===== config.mk =====
export PLATFORM = sky130hd
export DESIGN_NAME = round_div_pipe
export DESIGN_NICKNAME = d
export VERILOG_FILES = /design/src/rtl/round_div_pkg.sv /design/src/rtl/round_div_round.sv /design/src/rtl/round_div_pipe.sv
export SDC_FILE = /design/constraint.sdc
export NUM_CORES = 1
export LEC_CHECK = 0
export ABC_AREA = 1
export CAP_MARGIN = 20
export CORE_ASPECT_RATIO = 1.2
export CORE_MARGIN = 1
export CORE_UTILIZATION = 49
export DETAILED_ROUTE_END_ITERATION = 10
export PLACE_DENSITY = 0.83
export SETUP_SLACK_MARGIN = 0.1
export SYNTH_ARGS = -nofsm -noshare
export SYNTH_HDL_FRONTEND = slang
export SYNTH_SLANG_ARGS = --single-unit

===== constraint.sdc =====
create_clock -name clk -period 4.5 [get_ports clk]
set_input_delay 0.45 -clock clk [delete_from_list [all_inputs] [get_ports clk]]
set_output_delay 0.45 -clock clk [all_outputs]
set_load 0.01 [all_outputs]

===== src/rtl/round_div_pkg.sv =====
// round_div_pkg
// Shared types for the round_div_pipe slice.
//   rnd_mode_e  : rounding mode carried with each sample
//   SAT_CNT_W   : width of the optional saturation event counter
//   decode_mode : maps the 2-bit in_mode encoding onto rnd_mode_e
//                 (the unused code 2'b11 behaves as round-half-up)
package round_div_pkg;

  localparam int SAT_CNT_W = 16;

  typedef enum logic [1:0] {
    RND_HALF_UP   = 2'b00,
    RND_TRUNC     = 2'b01,
    RND_HALF_EVEN = 2'b10
  } rnd_mode_e;

  function automatic rnd_mode_e decode_mode(input logic [1:0] m);
    case (m)
      2'b01:   return RND_TRUNC;
      2'b10:   return RND_HALF_EVEN;
      default: return RND_HALF_UP;
    endcase
  endfunction

endpackage


===== src/rtl/round_div_round.sv =====
// round_div_round
// Combinational rounding and saturation for the second pipeline stage.
// Ports:
//   q        in  IN_WIDTH      truncated quotient (dividend >> k_eff)
//   rem      in  MAX_DIV_LOG2  discarded low bits of the dividend
//   half     in  MAX_DIV_LOG2  2^(k_eff-1), zero when k_eff == 0
//   mode     in  rnd_mode_e    rounding mode
//   k_eff    in  SHW           effective exponent
//   out_data out OUT_WIDTH     rounded, saturated quotient
//   out_sat  out 1             result was clamped to all ones
module round_div_round
  import round_div_pkg::*;
#(
  parameter int OUT_WIDTH    = 32,
  parameter int MAX_DIV_LOG2 = 8,
  parameter int IN_WIDTH     = OUT_WIDTH + MAX_DIV_LOG2,
  parameter int SHW          = $clog2(MAX_DIV_LOG2 + 1)
) (
  input  logic [IN_WIDTH-1:0]     q,
  input  logic [MAX_DIV_LOG2-1:0] rem,
  input  logic [MAX_DIV_LOG2-1:0] half,
  input  rnd_mode_e               mode,
  input  logic [SHW-1:0]          k_eff,
  output logic [OUT_WIDTH-1:0]    out_data,
  output logic                    out_sat
);

  logic              inc;
  logic [IN_WIDTH:0] r;

  always_comb begin
    inc = 1'b0;
    if (k_eff != '0) begin
      case (mode)
        RND_HALF_UP:   inc = (rem >= half);
        RND_HALF_EVEN: inc = (rem > half) || ((rem == half) && q[0]);
        default:       inc = 1'b0;
      endcase
    end
  end

  // One extra bit so q = all-ones plus a round-up cannot wrap to zero.
  assign r = {1'b0, q} + {{IN_WIDTH{1'b0}}, inc};

  // Any set bit at or above OUT_WIDTH means r exceeds 2^OUT_WIDTH-1;
  // r equal to the maximum passes through unclamped.
  always_comb begin
    out_sat  = |r[IN_WIDTH:OUT_WIDTH];
    out_data = out_sat ? {OUT_WIDTH{1'b1}} : r[OUT_WIDTH-1:0];
  end

endmodule


===== src/rtl/round_div_pipe.sv =====
// round_div_pipe
// Two-stage elastic unsigned divide-by-2^k with per-sample rounding mode and
// output saturation. Stage 1 registers the split dividend (quotient,
// remainder, half point); stage 2 registers the rounded, clamped result.
// Optional feature macro: ROUND_DIV_STATS_EN adds the sat_count port.
// Ports:
//   clk, resetn               clock, asynchronous active-low reset
//   in_valid/in_ready         input handshake
//   in_data                   unsigned dividend
//   in_div_log2               exponent k (clamped to MAX_DIV_LOG2)
//   in_mode                   00 half-up, 01 truncate, 10 half-even, 11 half-up
//   out_valid/out_ready       output handshake
//   out_data, out_sat         result and clamp flag
//   sat_count                 saturating count of emitted clamped results
//                             (ROUND_DIV_STATS_EN only)
//
// Handshake: a sample moves across a port on any rising edge where valid and
// ready are both high. valid never depends on ready; once out_valid is high,
// out_valid/out_data/out_sat hold until the transfer. in_ready depends only on
// pipeline occupancy and out_ready, never on in_valid.
module round_div_pipe
  import round_div_pkg::*;
#(
  parameter int   OUT_WIDTH    = 32,
  parameter int   MAX_DIV_LOG2 = 8,
  parameter int   IN_WIDTH     = OUT_WIDTH + MAX_DIV_LOG2,
  localparam int  SHW          = $clog2(MAX_DIV_LOG2 + 1)
) (
  input  logic                 clk,
  input  logic                 resetn,
  input  logic                 in_valid,
  output logic                 in_ready,
  input  logic [IN_WIDTH-1:0]  in_data,
  input  logic [SHW-1:0]       in_div_log2,
  input  logic [1:0]           in_mode,
  output logic                 out_valid,
  input  logic                 out_ready,
  output logic [OUT_WIDTH-1:0] out_data,
  output logic                 out_sat
`ifdef ROUND_DIV_STATS_EN
  ,
  output logic [SAT_CNT_W-1:0] sat_count
`endif
);

  localparam int             PW    = MAX_DIV_LOG2 + 1;
  localparam logic [SHW-1:0] K_MAX = SHW'(MAX_DIV_LOG2);

  // Stage 1 state
  logic                    v1;
  logic [IN_WIDTH-1:0]     s1_q;
  logic [MAX_DIV_LOG2-1:0] s1_rem;
  logic [MAX_DIV_LOG2-1:0] s1_half;
  rnd_mode_e               s1_mode;
  logic [SHW-1:0]          s1_k;

  // Stage 2 state (drives the outputs directly)
  logic                    v2;

  logic s1_en, s2_en;

  // Input-side decode
  logic [SHW-1:0]          in_k_eff;
  logic [PW-1:0]           in_pow;
  logic [MAX_DIV_LOG2-1:0] in_mask;

  // Stage 2 combinational result
  logic [OUT_WIDTH-1:0]    rd_data;
  logic                    rd_sat;

  assign s2_en     = !v2 || out_ready;
  assign s1_en     = !v1 || s2_en;
  assign in_ready  = s1_en;
  assign out_valid = v2;

  // in_pow = 2^k_eff. Its upper bits give the half point 2^(k_eff-1) (zero for
  // k_eff == 0); its low bits minus one give the remainder mask (wraps to all
  // ones when k_eff == MAX_DIV_LOG2).
  always_comb begin
    in_k_eff = (in_div_log2 > K_MAX) ? K_MAX : in_div_log2;
    in_pow   = PW'(1) << in_k_eff;
    in_mask  = in_pow[MAX_DIV_LOG2-1:0] - MAX_DIV_LOG2'(1);
  end

  always_ff @(posedge clk or negedge resetn) begin
    if (!resetn) begin
      v1       <= 1'b0;
      s1_q     <= '0;
      s1_rem   <= '0;
      s1_half  <= '0;
      s1_mode  <= RND_HALF_UP;
      s1_k     <= '0;
      v2       <= 1'b0;
      out_data <= '0;
      out_sat  <= 1'b0;
    end else begin
      if (s1_en) begin
        v1 <= in_valid;
        if (in_valid) begin
          s1_q    <= in_data >> in_k_eff;
          s1_rem  <= in_data[MAX_DIV_LOG2-1:0] & in_mask;
          s1_half <= in_pow[MAX_DIV_LOG2:1];
          s1_mode <= decode_mode(in_mode);
          s1_k    <= in_k_eff;
        end
      end
      if (s2_en) begin
        v2 <= v1;
        if (v1) begin
          out_data <= rd_data;
          out_sat  <= rd_sat;
        end
      end
    end
  end

  round_div_round #(
    .OUT_WIDTH   (OUT_WIDTH),
    .MAX_DIV_LOG2(MAX_DIV_LOG2),
    .IN_WIDTH    (IN_WIDTH),
    .SHW         (SHW)
  ) u_round (
    .q       (s1_q),
    .rem     (s1_rem),
    .half    (s1_half),
    .mode    (s1_mode),
    .k_eff   (s1_k),
    .out_data(rd_data),
    .out_sat (rd_sat)
  );

`ifdef ROUND_DIV_STATS_EN
  // Counts clamped results as they are handed to the consumer; sticks at max.
  always_ff @(posedge clk or negedge resetn) begin
    if (!resetn) begin
      sat_count <= '0;
    end else if (v2 && out_ready && out_sat && (sat_count != '1)) begin
      sat_count <= sat_count + 1'b1;
    end
  end
`endif

endmodule


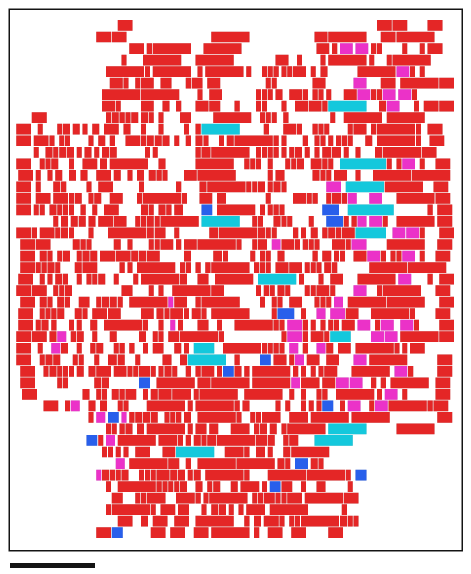
*Drive-strength map*
The bar under the picture is 20 um long.
legend:
  drive 1 or less:
    colour: red
    cells: 868
    most_used: nand2_1
  drive 3 to 4:
    colour: blue
    cells: 14
    most_used: buf_4
  drive 2:
    colour: magenta
    cells: 53
    most_used: a21oi_2
  drive 6 and up:
    colour: cyan
    cells: 14
    most_used: clkbuf_16
Non-clk bufs: 92
Design Area, Final: 0.00766 mm^2

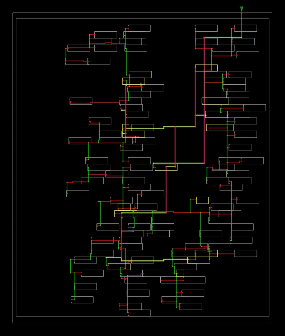
*The clock network*
cts bufs inserted: 9
Sink Count: 97
sequential cell count: 97
clock buffer count in the final layout: 11

-- worst max-delay path by stage --
stage	from	end	slack, ps
global placement	s1_rem[7]	out_data[30]	1010
finish	s1_rem[5]	out_data[30]	910
detailed placement	s1_rem[7]	out_data[30]	890
CTS	s1_rem[7]	out_data[30]	880
floorplan	s1_rem[7]	out_data[10]	1530
global route	s1_half[5]	out_data[31]	520
-- cell families after synthesis --
group                      Yosys count  share of synthesized area (%)
adders and majority gates           11                           2.14
buffers and inverters              129                           8.44
DFF                                 97                           37.8
muxes                               11                           1.71
and+or+nand+nor                    407                           26.5
xor gates and xnor gates            31                           4.23
AOI/OAI and AO/OA                  194                           19.2
-- where the power goes --
group	switching (mW)	internal [mW]	leakage, nW	total, mW
Sequential	0.148	1.04	1.12	1.19
Combinational	0.506	0.410	2.00	0.916
Clock	0.321	0.515	0.158	0.836
-- stage by stage --
step                power (mW)  setup WS (ps)  std cells  area [um^2]  hold slack (ps)
floorplan                 1.73           1530        880         6420              154
global placement          2.09           1010       1098         7330              468
detailed placement        2.12            889       1098         7330              469
CTS                       2.95            879       1113         7660              213
global route              3.12            520       1113         7660              245
finish                    2.94            911       1113         7660              170
-- worst max-delay path, stage by stage (launching register included) --
cell and delay, ps:
dfrtp_1 390, ha_1 310, nand2_1 70, nor2_1 140, nand4_1 130, o211ai_1 110, a21oi_1 60, nor4_1 190
ha_1 220, ha_1 180, inv_1 70, nor2_2 180, nand3_2 190, nor2_4 190, nand3_2 70, nand2_1 60
nand2_1 60, nor2_2 90, nand2_2 90, nor2_8 490, a21oi_1 130
-- per-layer routing --
| layer | up-vias | part of all wire (%) |
|---|---|---|
| met5 | - | 0 |
| met4 | 0 | 2.1 |
| met3 | 30 | 5.9 |
| met2 | 239 | 46 |
| met1 | 2736 | 46 |
| li1 | 3009 | - |
-- cells in the mapped netlist (2+ instances only) --
library cell	n
ha_1	11
nand3_2	5
a21oi_2	29
nand2_1	240
o32ai_1	2
buf_1	5
nor2_2	8
nor4_1	2
nor3_1	3
nand3_1	21
o31ai_1	3
dfrtp_1	97
o221ai_1	21
a22oi_1	4
inv_1	85
buf_12	3
a21oi_1	10
clkbuf_1	23
nand4_1	5
nand3b_1	3
buf_2	7
or2_2	5
xnor2_1	11
o211ai_1	9
nor2_4	3
mux2i_1	11
clkinv_1	2
o21ai_0	100
inv_2	4
nor2_1	107
o21ai_1	2
o22ai_1	10
xor2_1	20
-- registers in the layout, indices dropped and copies added (netlist names) --
register / cells
s1_k: 4
s1_half: 8
s1_rem: 8
s1_mode: 2
v1: 1
s1_q: 40
out_data: 32
out_valid: 1
out_sat: 1
-- final cells by class --
class	count	share of cell area, %
Inverter	91	4.46
Tap cell	164	2.68
Sequential cell	97	31.7
Clock buffer	11	3.30
Multi-Input combinational cell	654	45.1
Timing Repair Buffer	92	11.7
Clock inverter	4	0.997
==> flow_summary.json <==
{
  "vias_per_cell": 5.40,
  "dieWidth_um": 107,
  "min_period_over_period_pct": 79.8,
  "post-route-util_pct": 60.2,
  "ys_top_cells_by_area": "dfrtp_1 38%, nand2_1 14%, o21ai_0 7.8%",
  "p_per_area_mw_per_mm2": 385,
  "final_common_cell": "nand2_1",
  "setup_tns_ps": 0,
  "met3_usage_pct": 3.72,
  "post_cts_resize_count": 0,
  "portBuffers": 84,
  "endpoint_kind": "register",
  "syn2layout_area_growth_pct": 19.2,
  "std_cell_rows": 45,
  "vdd_drop_max_uv": 206,
  "synth_flops": 97,
  "ys_area_mm2": 0.00642,
  "grt_pass1_wl_mm": 27.2,
  "synth_cell_types": 42,
  "dieHeight_um": 127,
  "grt_util_all_layers_pct": 25.3,
  "syn-instance-count": 880,
  "setup_viol": 0,
  "final-seq-area_mm2": 0.00243,
  "diodes": 0,
  "crit_required_ps": 4700,
  "met1_usage_pct": 34.7,
  "drive_gt1_share_pct": 8.54,
  "fin_crit_ps": 3590,
  "r2r_end": "out_data[30]",
  "cts_hold_buf": 0,
  "ant_nets": 0,
  "mi_logic_area_mm2": 0.00346,
  "worst-r2r-cell-count": 20,
  "firstDrtPassIters": 6,
  "slew_viol_final": 0,
  "synth-edff-count": 0,
  "clk_pin_slew_worst_paths_ps": 60,
  "post_cts.repair.setup_buffers": 0,
  "yosys.area.top_type_share_pct": 37.8,
  "route.detailed.drc": 0,
  "slew_headroom_pct": 42.7,
  "grt_pass1_vias": 5699,
  "grt_max_degree": 64,
  "layout_top_cells": "240 x nand2_1, 106 x nor2_1, 100 x o21ai_0",
  "status": "finished, final reports clean",
  "maxCapViolCount": 0,
  "antenna_found_initial": 0
}
Power figures rest on the tool's default switching activity, not on a simulated workload.
